Design wb_arbiter, sky130hd; sources not shown.
Figure 1. Cells coloured by class.
Fill, decap, tap and diode cells in grey.
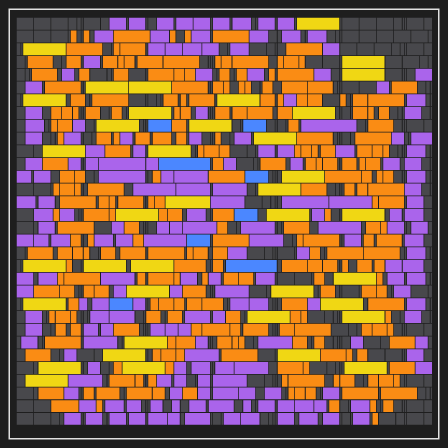
legend:
  yellow:
    class: flops
    cells: 38
  purple:
    class: other buffers and delay cells
    cells: 189
  blue:
    class: clock drivers and dummy loads
    cells: 8
  orange:
    class: combinational and other logic
    cells: 266
# rows: 32
post-route cell area: 5840 um^2

Figure 2. Layout detail.
The bar under the picture is 20 um long. Region (0, 0) to (50, 50) um. Cells in grey, sequential cells in the stronger grey; small squares are vias.
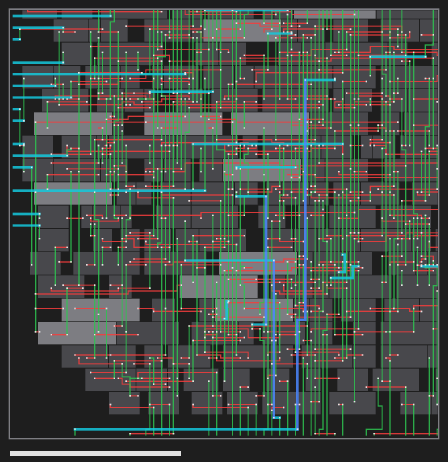
legend:
  cyan:
    layer: metal 3
  red:
    layer: metal 1
  green:
    layer: metal 2
  blue:
    layer: metal 4
sequential cells in the window: 11
most frequent: buf_4 (21), clkdlybuf4s50_1 (16)
cells with their middle in the window: 165

Figure 3. Cell outlines without signal wires.
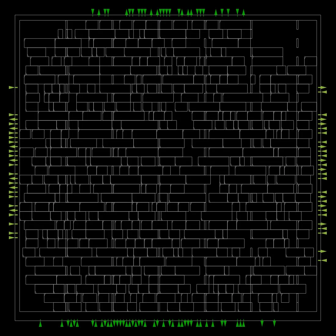
fillers: 523
Non-Filler Instances: 603
num tapcells: 102

Figure 4. Sequential cells coloured by netlist name.
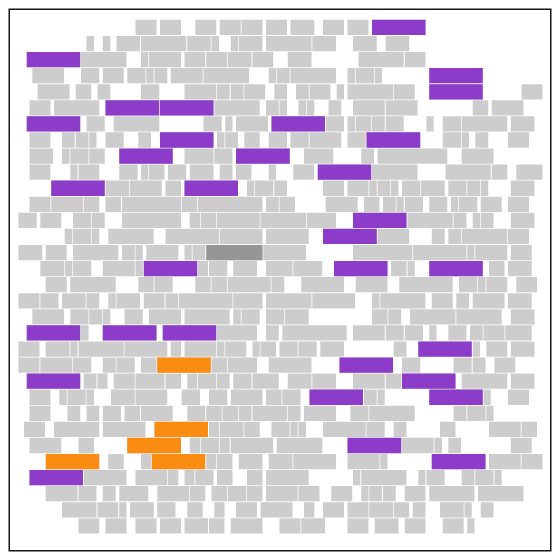
legend:
  orange:
    netlist_name: u_hold_buf/rd
    sequential_cells: 5
  purple:
    netlist_name: u_hold_buf/data
    sequential_cells: 32
Seq power: 1.54 mW
sequential share of cell area: 0.163
register area: 952 um^2
utilization after layout: 0.756

==> flow_metrics.env <==
# yosys + openroad results
export IMPL_wl_per_cell_um=18.8
export IMPL_track_usage=0.262
export IMPL_outcome="finished, violations left"
export IMPL_antenna_found_initial=0
export IMPL_antenna_left=0
export IMPL_muxShareOfSynthArea=0.161
export IMPL_leakage_nw=2.29
export IMPL_slowest_stage="clkdlybuf4s50_1"
export IMPL_cts_buffer_depth=2
export IMPL_lay_top_cells="clkdlybuf4s50_1, nand2_1, buf_4"
export IMPL_violations="setup timing"
export IMPL_h_tree_depth=2
export IMPL_swShare=0.358
export IMPL_synth_compound_area_share=0.179
export IMPL_drt_initial_drc_count=110
export IMPL_critical_path_arrival_ns=1.62
export IMPL_finClkSkew_ns=0.00668
export IMPL_ys_cells=343
export IMPL_setup_ws_ns=-0.194
export IMPL_setup_violations_final=38
export IMPL_period_used=1.10
-- cell type report --
cell class	instances	area, um^2
tap	102	128
clock buffer	6	82.6
fill	523	1890
sequential	38	952
timing repair buffer	189	2120
multi-input combinational	265	2490
inverter	1	5.00
clock inverter	2	60.1
-- cells by family (layout without fill, tap and decap cells) --
| family | after synthesis | count (layout) |
|---|---|---|
| buf+inv | 40 | 198 |
| compound gates | 74 | 74 |
| flops | 38 | 38 |
| simple gates | 148 | 148 |
| other cells | 1 | 1 |
| xor+xnor | 5 | 5 |
| mux | 37 | 37 |
-- power by group through the flow --
| stage | registers [mW] | logic, mW | clock network [mW] |
|---|---|---|---|
| 2_1_floorplan | 1.59 | 1.72 | 0 |
| 3_3_place_gp | 1.50 | 3.04 | 0 |
| 3_5_place_dp | 1.53 | 3.10 | 0 |
| 4_1_cts | 1.52 | 3.29 | 0.879 |
| 5_1_grt | 1.60 | 3.76 | 0.912 |
| 6_report | 1.54 | 3.54 | 0.872 |
-- layer usage --
metal	up-vias	routed length [um]	global-route usage
met5	-	0	0
met4	0	104	0.0926
met3	8	524	0.0436
met2	111	6080	0.472
met1	1685	4610	0.314
li1	1575	-	-
-- worst reg2reg max path: stages (launching register included) --
cell	delay (ns)
dfrtp_2	0.49
buf_12	0.18
buf_8	0.13
nor2b_4	0.12
nand2_2	0.07
a21oi_4	0.19
buf_12	0.25
mux2_4	0.35
-- repair_timing --
action,CTS,global route
cloned,4,4
setup buffers,5,2
setup endpoints to repair,83,78
gates resized,311,16
pin swaps,28,33
Power figures rest on the tool's default switching activity, not on a simulated workload.
